### src/rtl/ctrl_pkg.sv
// rtl/ctrl_pkg.sv - shared state, select encodings and ALU decode for mc_control_fsm
package ctrl_pkg;

  typedef enum logic [3:0] {
    S_FETCH  = 4'd0,
    S_DECODE = 4'd1,
    S_MEMADR = 4'd2,
    S_MEMRD  = 4'd3,
    S_MEMWB  = 4'd4,
    S_MEMWR  = 4'd5,
    S_EXECR  = 4'd6,
    S_EXECI  = 4'd7,
    S_ALUWB  = 4'd8,
    S_BRANCH = 4'd9
  } state_t;

  // Immediate formats understood by the extend unit
  localparam logic [1:0] IMM_DP  = 2'b00;
  localparam logic [1:0] IMM_MEM = 2'b01;
  localparam logic [1:0] IMM_BR  = 2'b10;
  localparam logic [1:0] IMM_SH  = 2'b11;

  // ALU operations
  localparam logic [1:0] ALU_ADD = 2'b00;
  localparam logic [1:0] ALU_SUB = 2'b01;
  localparam logic [1:0] ALU_AND = 2'b10;
  localparam logic [1:0] ALU_ORR = 2'b11;

  // Result mux
  localparam logic [1:0] RES_ALUOUT = 2'b00;
  localparam logic [1:0] RES_MEM    = 2'b01;
  localparam logic [1:0] RES_ALU    = 2'b10;

  // ALU operand muxes
  localparam logic [1:0] SRCA_RN   = 2'b00;
  localparam logic [1:0] SRCA_PC   = 2'b10;
  localparam logic [1:0] SRCB_RM   = 2'b00;
  localparam logic [1:0] SRCB_IMM  = 2'b01;
  localparam logic [1:0] SRCB_FOUR = 2'b10;

  // Data-processing cmd field -> {nowrite, alu op}; CMP is a SUB that skips write-back
  function automatic logic [2:0] alu_decode(input logic [3:0] cmd);
    logic [2:0] r;
    case (cmd)
      4'b0100: r = {1'b0, ALU_ADD};
      4'b0010: r = {1'b0, ALU_SUB};
      4'b0000: r = {1'b0, ALU_AND};
      4'b1100: r = {1'b0, ALU_ORR};
      4'b1010: r = {1'b1, ALU_SUB};
      default: r = {1'b0, ALU_ADD};
    endcase
    return r;
  endfunction

endpackage

### src/rtl/mc_control_fsm_cond_check.sv
// rtl/mc_control_fsm_cond_check.sv - NZCV flags register and condition-code evaluation
module cond_check (
  input  logic       clk,
  input  logic       rst_n,
  input  logic [3:0] cond,
  input  logic [3:0] alu_flags,
  input  logic       flag_load,
  output logic       cond_ex
);

  logic [3:0] flags_q;
  logic       n_f, z_f, c_f, v_f;

  assign {n_f, z_f, c_f, v_f} = flags_q;

  // Flags only change when the controller asks for a load
  always_ff @(posedge clk or negedge rst_n) begin
    if (!rst_n) begin
      flags_q <= 4'b0000;
    end else if (flag_load) begin
      flags_q <= alu_flags;
    end
  end

  // Evaluate the instruction condition against the stored flags
  always_comb begin
    cond_ex = 1'b1;
    case (cond)
      4'b0000: cond_ex = z_f;
      4'b0001: cond_ex = ~z_f;
      4'b0010: cond_ex = c_f;
      4'b0011: cond_ex = ~c_f;
      4'b0100: cond_ex = n_f;
      4'b0101: cond_ex = ~n_f;
      4'b0110: cond_ex = v_f;
      4'b0111: cond_ex = ~v_f;
      4'b1000: cond_ex = c_f & ~z_f;
      4'b1001: cond_ex = ~c_f | z_f;
      4'b1010: cond_ex = (n_f == v_f);
      4'b1011: cond_ex = (n_f != v_f);
      4'b1100: cond_ex = ~z_f & (n_f == v_f);
      4'b1101: cond_ex = z_f | (n_f != v_f);
      default: cond_ex = 1'b1;
    endcase
  end

endmodule

### src/rtl/mc_control_fsm.sv
// rtl/mc_control_fsm.sv - multicycle controller stepping one instruction through 2-5 states
module mc_control_fsm
  import ctrl_pkg::*;
(
  input  logic       clk,
  input  logic       rst_n,
  input  logic [3:0] cond,
  input  logic [1:0] op,
  input  logic [5:0] funct,
  input  logic [3:0] rd,
  input  logic [3:0] alu_flags,
  output logic       pc_write,
  output logic       adr_src,
  output logic       mem_write,
  output logic       ir_write,
  output logic       reg_write,
  output logic [1:0] result_src,
  output logic [1:0] alu_src_a,
  output logic [1:0] alu_src_b,
  output logic [1:0] imm_src,
  output logic [1:0] alu_control
);

  state_t     state_q, state_d;
  logic       cond_ex;
  logic       flag_load;
  logic       nowrite;
  logic [1:0] dp_alu;
  logic       rd_is_pc;
  logic       pc_write_c, mem_write_c, ir_write_c, reg_write_c;

  assign {nowrite, dp_alu} = alu_decode(funct[4:1]);
  assign rd_is_pc          = (rd == 4'd15);

  // Flags capture ALU output on the edge leaving an execute state of a setting, passing instruction
  assign flag_load = ((state_q == S_EXECR) || (state_q == S_EXECI)) && funct[0] && cond_ex;

  cond_check u_cond_check (
    .clk       (clk),
    .rst_n     (rst_n),
    .cond      (cond),
    .alu_flags (alu_flags),
    .flag_load (flag_load),
    .cond_ex   (cond_ex)
  );

  // State register
  always_ff @(posedge clk or negedge rst_n) begin
    if (!rst_n) begin
      state_q <= S_FETCH;
    end else begin
      state_q <= state_d;
    end
  end

  // Next state and per-state datapath controls
  always_comb begin
    state_d     = S_FETCH;
    pc_write_c  = 1'b0;
    adr_src     = 1'b0;
    mem_write_c = 1'b0;
    ir_write_c  = 1'b0;
    reg_write_c = 1'b0;
    result_src  = RES_ALUOUT;
    alu_src_a   = SRCA_RN;
    alu_src_b   = SRCB_RM;
    imm_src     = IMM_DP;
    alu_control = ALU_ADD;
    case (state_q)
      S_FETCH: begin
        state_d     = S_DECODE;
        ir_write_c  = 1'b1;
        pc_write_c  = 1'b1;
        alu_src_a   = SRCA_PC;
        alu_src_b   = SRCB_FOUR;
        result_src  = RES_ALU;
      end
      S_DECODE: begin
        alu_src_a  = SRCA_PC;
        alu_src_b  = SRCB_FOUR;
        result_src = RES_ALU;
        case (op)
          2'b01:   state_d = S_MEMADR;
          2'b00:   state_d = funct[5] ? S_EXECI : S_EXECR;
          2'b10:   state_d = S_BRANCH;
          default: state_d = S_FETCH;
        endcase
      end
      S_MEMADR: begin
        state_d     = funct[0] ? S_MEMRD : S_MEMWR;
        alu_src_b   = SRCB_IMM;
        imm_src     = IMM_MEM;
        alu_control = funct[3] ? ALU_ADD : ALU_SUB;
      end
      S_MEMRD: begin
        state_d = S_MEMWB;
        adr_src = 1'b1;
      end
      S_MEMWB: begin
        state_d     = S_FETCH;
        result_src  = RES_MEM;
        reg_write_c = cond_ex;
        pc_write_c  = cond_ex & rd_is_pc;
      end
      S_MEMWR: begin
        state_d     = S_FETCH;
        adr_src     = 1'b1;
        mem_write_c = cond_ex;
      end
      S_EXECR: begin
        state_d     = S_ALUWB;
        alu_src_b   = SRCB_RM;
        imm_src     = IMM_SH;
        alu_control = dp_alu;
      end
      S_EXECI: begin
        state_d     = S_ALUWB;
        alu_src_b   = SRCB_IMM;
        imm_src     = IMM_DP;
        alu_control = dp_alu;
      end
      S_ALUWB: begin
        state_d     = S_FETCH;
        reg_write_c = cond_ex & ~nowrite;
        pc_write_c  = cond_ex & ~nowrite & rd_is_pc;
      end
      S_BRANCH: begin
        state_d     = S_FETCH;
        alu_src_b   = SRCB_IMM;
        imm_src     = IMM_BR;
        result_src  = RES_ALU;
        pc_write_c  = cond_ex;
      end
      default: state_d = S_FETCH;
    endcase
  end

  // Architectural write enables are held off for the whole time reset is asserted
  assign pc_write  = pc_write_c  & rst_n;
  assign mem_write = mem_write_c & rst_n;
  assign ir_write  = ir_write_c  & rst_n;
  assign reg_write = reg_write_c & rst_n;

endmodule

### config.mk
export PLATFORM = sky130hd
export DESIGN_NAME = mc_control_fsm
export DESIGN_NICKNAME = d
export VERILOG_FILES = /design/src/rtl/ctrl_pkg.sv /design/src/rtl/mc_control_fsm_cond_check.sv /design/src/rtl/mc_control_fsm.sv
export SDC_FILE = /design/constraint.sdc
export NUM_CORES = 1
export LEC_CHECK = 0
export ABC_AREA = 1
export CAP_MARGIN = 20
export CORE_MARGIN = 5
export CORE_UTILIZATION = 35
export DETAILED_ROUTE_END_ITERATION = 8
export GPL_TIMING_DRIVEN = 0
export MAX_ROUTING_LAYER = met4
export PLACE_DENSITY_LB_ADDON = 0.12
export SLEW_MARGIN = 0
export SYNTH_ARGS = -nofsm -noshare
export SYNTH_HDL_FRONTEND = slang
export SYNTH_HIERARCHICAL = 1
export SYNTH_SLANG_ARGS = --single-unit
export TNS_END_PERCENT = 100
### constraint.sdc
create_clock -name clk -period 1.3 [get_ports clk]
set_input_delay 0.325 -clock clk [delete_from_list [all_inputs] [get_ports clk]]
set_output_delay 0.325 -clock clk [all_outputs]
set_load 0.05 [all_outputs]
**Run 1: clock wires, drivers and flops**

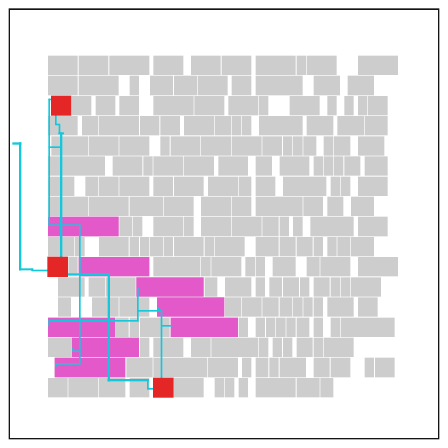
red -> clock-net drivers  # count 3
magenta -> flip-flops  # count 8
cyan -> clock wires  # length 155 um
flops lie = lower left
P_clk: 0.226 mW
clock insertion delay at the later pin of the skew report: 0.28 ns

**Run 1: floorplan with the power grid**

Pins as bars on the die edge. Tap cells in gray.
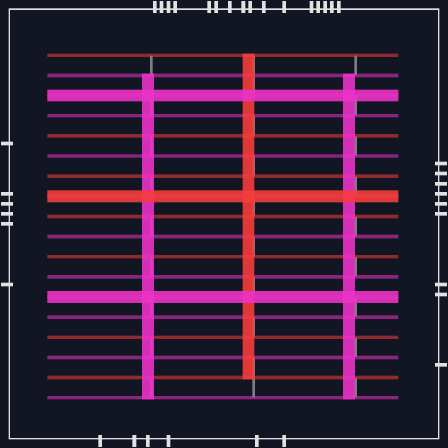
magenta -> VSS
red -> VDD
met5 straps = 3
tap cells = 28
VDD IR max: 0.00276 V
Core Region: 2190 um^2
Die X: 57.8 um
Vert. Die Dim: 57.8 um

**Run 1: signal wires on met4**

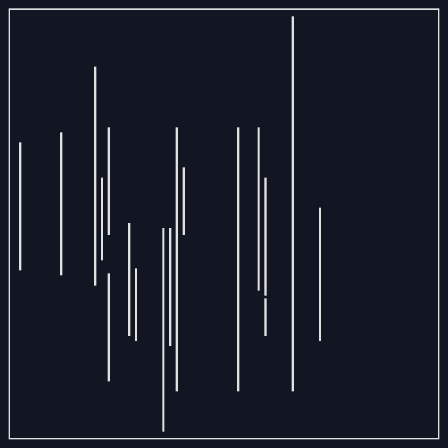
nets with wire on the layer = 17
share of all routed wire = 7.9%
routed wire length: 4580 um
via count: 1302

run 1: report_power, final:
group          leakage (nW)  internal (mW)  switching, mW  total [mW]
Clock                0.0150          0.119          0.107       0.226
Sequential           0.0919          0.371          0.188       0.558
Combinational         0.805           1.79           2.22        4.01
Total                 0.911           2.28           2.51        4.79
run 1: state kept, by name (all words and copies together) (netlist names):
| name | cells |
|---|---|
| u_cond_check/flags_q | 4 |
| state_q | 4 |
run 1: cells by family (layout without fill, tap and decap cells):
group	Yosys count	in the layout	synth area share
simple gates	90	90	0.488
buf+inv	27	101	0.136
compound gates	16	16	0.120
flops	8	8	0.250
other cells	1	1	0.00469
run 1: synthesized netlist by cell type:
| master | n |
|---|---|
| o22ai_1 | 1 |
| clkinv_1 | 1 |
| inv_2 | 3 |
| a21oi_1 | 5 |
| nand4_1 | 1 |
| nand2_1 | 49 |
| nor2_1 | 19 |
| nand3_1 | 12 |
| buf_4 | 2 |
| dfrtp_1 | 8 |
| conb_1 | 1 |
| o31ai_2 | 1 |
| inv_1 | 21 |
| o211ai_2 | 1 |
| nor2_2 | 6 |
| o21ai_1 | 1 |
| o21ai_0 | 7 |
| nand3_2 | 2 |
| nor2_4 | 1 |
run 1: layer usage:
layer,GRT usage,wire length (um)
met4,0.119,361
met2,0.390,2320
met3,0.0468,333
met1,0.214,1570
met5,-,0
run 1: worst reg2reg max path: cells and delay by family, from the launching register on:
family          cells  cell delay [ns]
simple gates       10             0.96
flops               1             0.44
compound gates      1             0.11
buf+inv             4             0.39
run 1: worst paths after layout:
path / to / slack, ns
min reg2reg: u_cond_check/flags_q[1]$_DFFE_PN0P_ / 0.71
max: pc_write / -0.86
max in group asynchronous: state_q[0]$_DFF_PN0_ / 0.81
max reg2reg: u_cond_check/flags_q[1]$_DFFE_PN0P_ / -0.66
min: state_q[2]$_DFF_PN0_ / 0.12
min in group clk: u_cond_check/flags_q[0]$_DFFE_PN0P_ / 0.62
run 1: what timing repair did:
item,4_1_cts,5_1_grt
pin swaps,25,16
endpoints found under the hold margin,0,0
endpoints found under the setup margin,18,21
gates resized,161,36
setup buffers,21,16
hold buffers,0,0
run 1: per-stage QoR:
stage               instance area (um^2)  setup WS, ns  total power, mW  TNS, ns
global route                        1920        -0.956             5.00   -12.04
global placement                    1340         -1.69             2.64   -16.90
detailed placement                  1340         -1.71             2.66   -17.17
floorplan                            952        -0.264             2.11    -1.43
finish                              1920        -0.856             4.79   -10.36
CTS                                 1690        -0.709             3.85    -6.98
run 1: area by class of cell:
type | count | area, um^2 | share of cell area
Multi-Input combinational cell | 107 | 793 | 0.413
Inverter | 25 | 111 | 0.0579
Timing Repair Buffer | 71 | 744 | 0.387
Sequential cell | 8 | 204 | 0.106
Clock buffer | 4 | 26.3 | 0.0137
Tap cell | 28 | 35.0 | 0.0182
Buffer | 1 | 7.51 | 0.00391
==> CHANGELOG.md, run 1 <==
### Physical design

- Crit path DAT: 1.83 ns
- Syn Inst Count: 142
- Minimum clock period: 2.16 ns
- Final core utilization: 0.877
- Yosys synthesis chip area: 800 um^2
- CP Launch Point: u_cond_check/flags_q[2]$_DFFE_PN0P_
- Yosys warning tally: 6
- Max FO, Critical Path: 3
- Hold Crit Class: primary input to asynchronous set/reset pin
- Layout fillers: 117
- Kind of critical path: flip-flop to output port
- Most instantiated logic cell after routing: nand2_1
- Worst path bufs/invs: 1
- Mapped Area: 800 um^2
- Cell Type Count: 19
- Final nets: 239
- Fin. Hold Viols: 0
- CP max stage cell: dfrtp_1
- Setup violators final: 20
- # diodes: 0
- Gr ovfl total: 0
- P&R area growth vs syn: 140%
- Share of cells above drive strength 1: 0.588
- Wire length per cell: 18.8 um
- Worst setup SP type: flip-flop
- Largest net degree at the start of global routing: 11
- Root Driver: clkbuf_4
- Critical path depth: 12
- Crit-path cells: nor2_2 > nand2_1 > nor2_2 > nand2_2 > nand2_1 > nor2_1 > nand2_2 > nand2_4 > nor2_2 > nand2_1 > nand2_4 > buf_8
- Sink Count: 8
- Number of global-route vias before repair: 1176
- Failing checks: negative setup slack
- Outcome: finished, violations left
- Final WS setup: -0.856 ns
- RSZ-0062 raised after global routing: yes
- CTS tree: built
- Syn avg cell area: 5.63 um^2
- Dominant cell area share: 0.250
- GRT Total Usage: 0.217
- Register share after synthesis: 0.250
- Port Buffers: 35
- OpenROAD warnings: 29
- Iter 0 DRT Violations: 73
- Synth flops: 8
- Crit path required time: 0.98 ns
- Final Cycle Share: 1.66
- Reg2reg start: u_cond_check/flags_q[2]$_DFFE_PN0P_
- Yosys Instances: 142
- Routed Antenna Nets: 0
- Core Density at Floorplan: 0.365
- First-pass iteration count of the detailed router: 4
- Max_cap viols: 0
- Slew of the pin with the lowest slew margin: 0.514 ns
- Post-Place Cells: 205
- Syn_nets: 164
- Initial antenna violation count: 0
- Final hold slack: 0.118 ns
- First-pass GRT wire length: 5330 um
- Slew Viols, Final: 0
- Worst slew margin: 0.658
- Family with the most delay on the worst path: simple AND/OR/NAND/NOR gates
- Remaining DRCs: 0
- Yosys top cell by area: dfrtp_1
- Drt via density: 5.34
- CTS buffer count: 3
- CP max stage delay: 0.44 ns
- Top cells excl fill/tap: nand2_1 (27), buf_6 (24), buf_4 (17)
- PwrDens: 2490 nW/um^2
- DP HPWL: 1800 um
- Die Size: 3340 um^2
- Clock Skew: 0.0105 ns
- Fin cells: 244
- Number of H-tree levels: 1
- Placer congestion estimate: 0.831
- FMAX: 464 MHz
- Reg clk slew, reported paths: 0.06 ns
- R2R cell count: 15
- Leakage power: 0.911 nW
- Worst Setup End Kind: output port
- Max Buffers Root-to-Sink: 2
- # IOs: 37
==> run 1 -> run 2 <==
--- a/config.mk
+++ b/config.mk
@@ -14,4 +14,5 @@
 export MAX_ROUTING_LAYER = met4
 export PLACE_DENSITY_LB_ADDON = 0.12
+export SETUP_SLACK_MARGIN = 0.02
 export SLEW_MARGIN = 0
 export SYNTH_ARGS = -nofsm -noshare
==> constraint.sdc (replaced) <==
create_clock -name clk -period 1.3 [get_ports clk]
set_input_delay 0.325 -clock clk [delete_from_list [all_inputs] [get_ports clk]]
set_output_delay 0.325 -clock clk [all_outputs]
set_load 0.01 [all_outputs]
**Run 2: clock wires, drivers and flops**

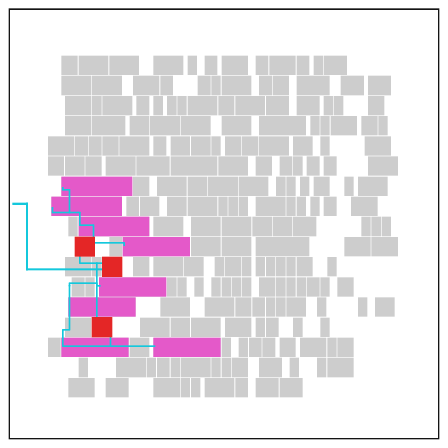
cyan -> clock wires  # length 84.4 um
magenta -> flip-flops  # count 8
red -> clock-net drivers  # count 3
routed clock nets = 4
Clock Skew: 0.00287 ns
clock share of power: 0.051
P_clk: 0.175 mW

==> CHANGELOG.md, run 2 <==
### Physical design

- Fin cells: 239 (was 244)
- Final WS setup: -0.635 ns (was -0.856 ns)
- Largest net degree at the start of global routing: 11 (unchanged)
- Leakage power: 0.856 nW (was 0.911 nW)
- GR Layer Usage met2: 0.282 (was 0.390)
- Worst setup SP type: flip-flop (unchanged)
- Minimum clock period: 1.94 ns (was 2.16 ns)
- Reg clk slew, reported paths: 0.05 ns (was 0.06 ns)
- EDFF count, synth: 0 (unchanged)
- Asr flop ratio synth: 1.00 (unchanged)
- P&R area growth vs syn: 107% (was 140%)
- MUX share of area: 0 (unchanged)
- Yosys top cell by area: dfrtp_1 (unchanged)
- Syn_nets: 164 (unchanged)
- Yosys synthesis chip area: 800 um^2 (unchanged)
- Crit path DAT: 1.61 ns (was 1.83 ns)
- Crit path required time: 0.98 ns (about the same)
- Top logic family: simple AND/OR/NAND/NOR gates (unchanged)
- Final core utilization: 0.757 (was 0.877)
- Fin. Hold Viols: 0 (unchanged)
- CTS buffer count: 3 (unchanged)
- Max Buffers Root-to-Sink: 2 (unchanged)
- Worst Setup End Kind: output port (unchanged)
- Setup violators final: 18 (was 20)
- First-pass iteration count of the detailed router: 6 (was 4)
- Mapped Area: 800 um^2 (unchanged)
- Top Registers: state_q x4, u_cond_check/flags_q x4 (unchanged)
- Failing checks: negative setup slack (unchanged)
- Final nets: 235 (was 239)
- Register share after synthesis: 0.250 (unchanged)
- Max_cap viols: 0 (unchanged)
- Yosys Instances: 142 (unchanged)
- First-pass GRT wire length: 4460 um (was 5330 um)
- Port Buffers: 35 (unchanged)
- DP HPWL: 1820 um (was 1800 um)
- FMAX: 517 MHz (was 464 MHz)
- Max FO, Critical Path: 3 (unchanged)
- Most instantiated logic cell after routing: nand2_1 (unchanged)
- Met1 GRT Util: 0.215 (was 0.214)
- Core Density at Floorplan: 0.365 (unchanged)
- Routed wire length: 3240 um (was 4580 um)
- Synth flops: 8 (unchanged)
- Adder Share, Synth: 0 (unchanged)
- Iter 0 DRT Violations: 44 (was 73)
- Layout fillers: 162 (was 117)
- Area after DPL: 1210 um^2 (was 1340 um^2)
- Compound Share, Synth: 0.121 (unchanged)
- CP max stage cell: dfrtp_1 (unchanged)
- Register area: 204 um^2 (unchanged)
- Via count: 1149 (was 1302)
- Outcome: finished, violations left (unchanged)
- Vert. Die Dim: 57.8 um (unchanged)
- Number of H-tree levels: 1 (unchanged)
- Sink Count: 8 (unchanged)
- Synth Area in Simple Gates: 0.488 (unchanged)
- Slew Viols, Final: 0 (unchanged)
- PwrDens: 2070 nW/um^2 (was 2490 nW/um^2)
- Top cells excl fill/tap: nand2_1 (32), buf_6 (23), buf_4 (15) (was nand2_1 (27), buf_6 (24), buf_4 (17))
- RSZ-0062 raised after global routing: yes (unchanged)
- Die Size: 3340 um^2 (unchanged)
- Syn avg cell area: 5.63 um^2 (unchanged)
- Dominant cell area share: 0.250 (unchanged)
- Yosys xor share: 0 (unchanged)
- Share of cells above drive strength 1: 0.526 (was 0.588)
- Family with the most delay on the worst path: simple AND/OR/NAND/NOR gates (unchanged)
- Clock insertion delay at the later pin of the skew report: 0.24 ns (was 0.28 ns)
-- run 2: metal layers --
layer	part of all wire	wire [um]
met2	0.53	1700
met4	0.0083	27
met1	0.42	1350
met3	0.048	157
met5	0	0
-- run 2: how the worst max path moves through the flow --
stage | slack [ns] | endpoint | cells after the start | from
after floorplan | -0.12 | reg_write | 9 | u_cond_check/flags_q[0]$_DFFE_PN0P_
after global placement | -1.36 | pc_write | 14 | cond[1]
after detailed placement | -1.35 | pc_write | 14 | cond[1]
after CTS | -0.61 | pc_write | 13 | u_cond_check/flags_q[0]$_DFFE_PN0P_
after global routing | -0.78 | pc_write | 13 | u_cond_check/flags_q[2]$_DFFE_PN0P_
final | -0.64 | pc_write | 13 | u_cond_check/flags_q[2]$_DFFE_PN0P_
-- run 2: kinds of logic (layout without fill, tap and decap cells) --
kind of cell / after synthesis / in the layout
AND-OR/OR-AND: 16 / 16
other: 1 / 1
buffers and inverters: 27 / 96
flip-flops: 8 / 8
AND/OR/NAND/NOR: 90 / 90
-- run 2: area by class of cell --
cell class                      count  area share
Multi-Input combinational cell    107       0.407
Inverter                           25      0.0626
Timing Repair Buffer               66       0.362
Sequential cell                     8       0.123
Buffer                              2      0.0113
Tap cell                           28      0.0211
Clock buffer                        3      0.0136
-- run 2: worst reg2reg max path: cells and delay by family, from the launching register on --
family                 cells  cell delay (ns)
DFF                        1             0.43
AOI/OAI and AO/OA          1             0.06
and+or+nand+nor           10             0.67
buffers and inverters      4             0.44
-- run 2: what timing repair did --
| action | in CTS | in global routing |
|---|---|---|
| setup buffers | 24 | 10 |
| pin swaps | 14 | 18 |
| resized | 113 | 42 |
| endpoints found under the setup margin | 18 | 19 |
| hold buffers | 0 | 0 |
-- run 2: per-stage QoR --
step                      power, mW  setup TNS (ns)
after floorplan                1.27          -0.344
after global placement         1.83          -12.49
after detailed placement       1.86          -12.55
after CTS                      2.81           -6.51
after global routing           3.63           -8.58
final                          3.43           -7.07
-- run 2: where the power goes --
| part | switching, mW | leakage (nW) | internal (mW) |
|---|---|---|---|
| Sequential | 0.148 | 0.0919 | 0.371 |
| Clock | 0.0706 | 0.0138 | 0.105 |
| Combinational | 1.33 | 0.750 | 1.41 |
| Total | 1.55 | 0.856 | 1.89 |
==> run 2 -> run 3 <==
Settings changed: CORE_MARGIN 5 to 10.
**Run 3: floorplan with the power grid**

Pins as bars on the die edge. Tap cells in gray.
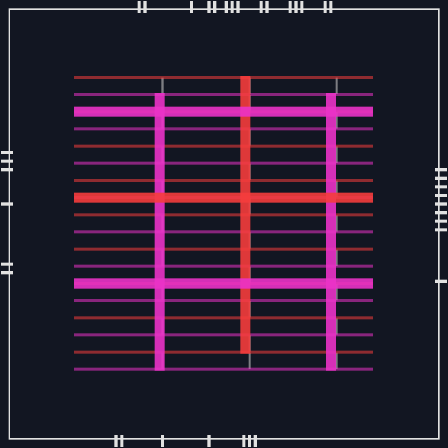
magenta -> VSS
red -> VDD
signal pins = 37
met4 straps = 3
Vert. Die Dim: 67.8 um
Die X: 67.8 um
VDD IR max: 0.00146 V

==> CHANGELOG.md, run 3 <==
### Physical design

- CP max stage delay: 0.40 ns (was 0.42 ns)
- Syn_nets: 164 (unchanged)
- Worst setup SP type: flip-flop (unchanged)
- First-pass iteration count of the detailed router: 4 (was 6)
- Routed Antenna Nets: 0 (unchanged)
- Routed wire length: 3480 um (was 3240 um)
- Worst Setup End Kind: output port (unchanged)
- Initial antenna violation count: 0 (unchanged)
- Synth flops: 8 (unchanged)
- Crit path required time: 0.98 ns (about the same)
- Setup violators final: 19 (was 18)
- Yosys top cell by area: dfrtp_1 (unchanged)
- Port Buffers: 35 (unchanged)
- Yosys Instances: 142 (unchanged)
- Wire length per cell: 14.4 um (was 13.6 um)
- PwrDens: 2010 nW/um^2 (was 2070 nW/um^2)
- Layout fillers: 154 (was 162)
- R2r endpoint: u_cond_check/flags_q[2]$_DFFE_PN0P_ (was u_cond_check/flags_q[1]$_DFFE_PN0P_)
- CP max stage cell: dfrtp_1 (unchanged)
- Outcome: finished, violations left (unchanged)
- Syn avg cell area: 5.63 um^2 (unchanged)
- Sink Count: 8 (unchanged)
- Dpl ws: -1.36 ns (was -1.35 ns)
- Overall Power: 3.26 mW (was 3.43 mW)
- Via count: 1188 (was 1149)
- Top post-synthesis cells by count: nand2_1 (49), inv_1 (21), nor2_1 (19), nand3_1 (12), dfrtp_1 (8) (unchanged)
- R2R cell count: 16 (was 15)
- Clock insertion delay at the later pin of the skew report: 0.24 ns (about the same)
- Final nets: 236 (was 235)
- Cell Type Count: 19 (unchanged)
- Syn Inst Count: 142 (unchanged)
- Leakage power: 0.835 nW (was 0.856 nW)
- Remaining DRCs: 0 (unchanged)
- Register share after synthesis: 0.250 (unchanged)
- Max Buffers Root-to-Sink: 2 (unchanged)
- Max FO, Critical Path: 3 (unchanged)
- Dominant cell area share: 0.250 (unchanged)
- Final WS setup: -0.723 ns (was -0.635 ns)
- Final setup TNS: -8.16 ns (was -7.07 ns)
- Crit path DAT: 1.70 ns (was 1.61 ns)
- Hold_buf cts: 0 (unchanged)
- Share of cells above drive strength 1: 0.505 (was 0.526)
- GRT Total Usage: 0.123 (was 0.166)
- Slew Viols, Final: 0 (unchanged)
- Gr ovfl total: 0 (unchanged)
- Final Cycle Share: 1.56 (was 1.49)
- Number of H-tree levels: 1 (unchanged)
- Clock Skew: 0.00153 ns (was 0.00287 ns)
- Core Region: 2190 um^2 (unchanged)
- Number of global-route vias before repair: 1067 (was 1028)
- Fin. Hold Viols: 0 (unchanged)
- Met1 GRT Util: 0.132 (was 0.215)
- Asr flop ratio synth: 1.00 (unchanged)
- GR peak layer: met2 (unchanged)
- CTS buffer count: 3 (unchanged)
- Kind of critical path: flip-flop to output port (unchanged)
- GR Layer Usage met2: 0.219 (was 0.282)
- Root Driver: clkbuf_4 (unchanged)
- Largest net degree at the start of global routing: 11 (unchanged)
- Placer congestion estimate: 0.888 (was 0.873)
- Failing checks: negative setup slack (unchanged)
- OpenROAD warnings: 29 (unchanged)
- CTS tree: built (unchanged)
- Final core utilization: 0.742 (was 0.757)
run 3: cell counts after synthesis:
No cell type changed its count.
run 3: how the worst max path moves through the flow:
stage                                              from   endpoint  slack, ns
floorplan           u_cond_check/flags_q[0]$_DFFE_PN0P_  reg_write      -0.12
CTS                 u_cond_check/flags_q[3]$_DFFE_PN0P_   pc_write      -0.62
detailed placement                              cond[1]   pc_write      -1.36
finish              u_cond_check/flags_q[3]$_DFFE_PN0P_   pc_write      -0.72
global placement                                cond[1]   pc_write      -1.33
global route                                    cond[2]   pc_write      -0.83
run 3: metrics by stage:
stage,std cells,instance area (um^2)
2_1_floorplan,142,821
3_3_place_gp,205,1210
3_5_place_dp,205,1210
4_1_cts,228,1450
5_1_grt,240,1620
6_report,241,1630
run 3: repair_timing:
item	4_1_cts	5_1_grt
setup endpoints to repair	18	18
setup buffers	20	12
resized	113	31
pin swaps	17	16
run 3: cell type report:
cell class | instances | area [um^2] | area share
Antenna cell | 1 | 2.50 | 0.00154
Buffer | 2 | 18.8 | 0.0115
Clock buffer | 3 | 22.5 | 0.0138
Inverter | 25 | 96.3 | 0.0592
Multi-Input combinational cell | 107 | 648 | 0.398
Sequential cell | 8 | 204 | 0.125
Tap cell | 28 | 35.0 | 0.0215
Timing Repair Buffer | 67 | 599 | 0.368
run 3: report_power, final:
part | internal (mW) | switching, mW | total, mW
Sequential | 0.371 | 0.147 | 0.518
Combinational | 1.29 | 1.28 | 2.57
Clock | 0.105 | 0.0757 | 0.181
Total | 1.76 | 1.50 | 3.26
run 3: metal layers:
layer | vias up | wire (um) | share of wire
met2 | 31 | 1900 | 0.55
met1 | 563 | 1340 | 0.38
met3 | 10 | 138 | 0.040
li1 | 584 | - | -
met5 | - | 0 | 0
met4 | 0 | 97 | 0.028
run 3: critical path: cells and delay by family (launching register included):
family          cells  cell delay [ns]
simple gates        8             0.74
flops               1             0.40
compound gates      1             0.17
buf+inv             2             0.16
run 3: kinds of logic after synthesis:
group	count (synthesis)	share of synthesized area
AND-OR/OR-AND	16	0.120
buffers and inverters	27	0.136
flip-flops	8	0.250
other	1	0.00469
AND/OR/NAND/NOR	90	0.488
Power figures rest on the tool's default switching activity, not on a simulated workload.
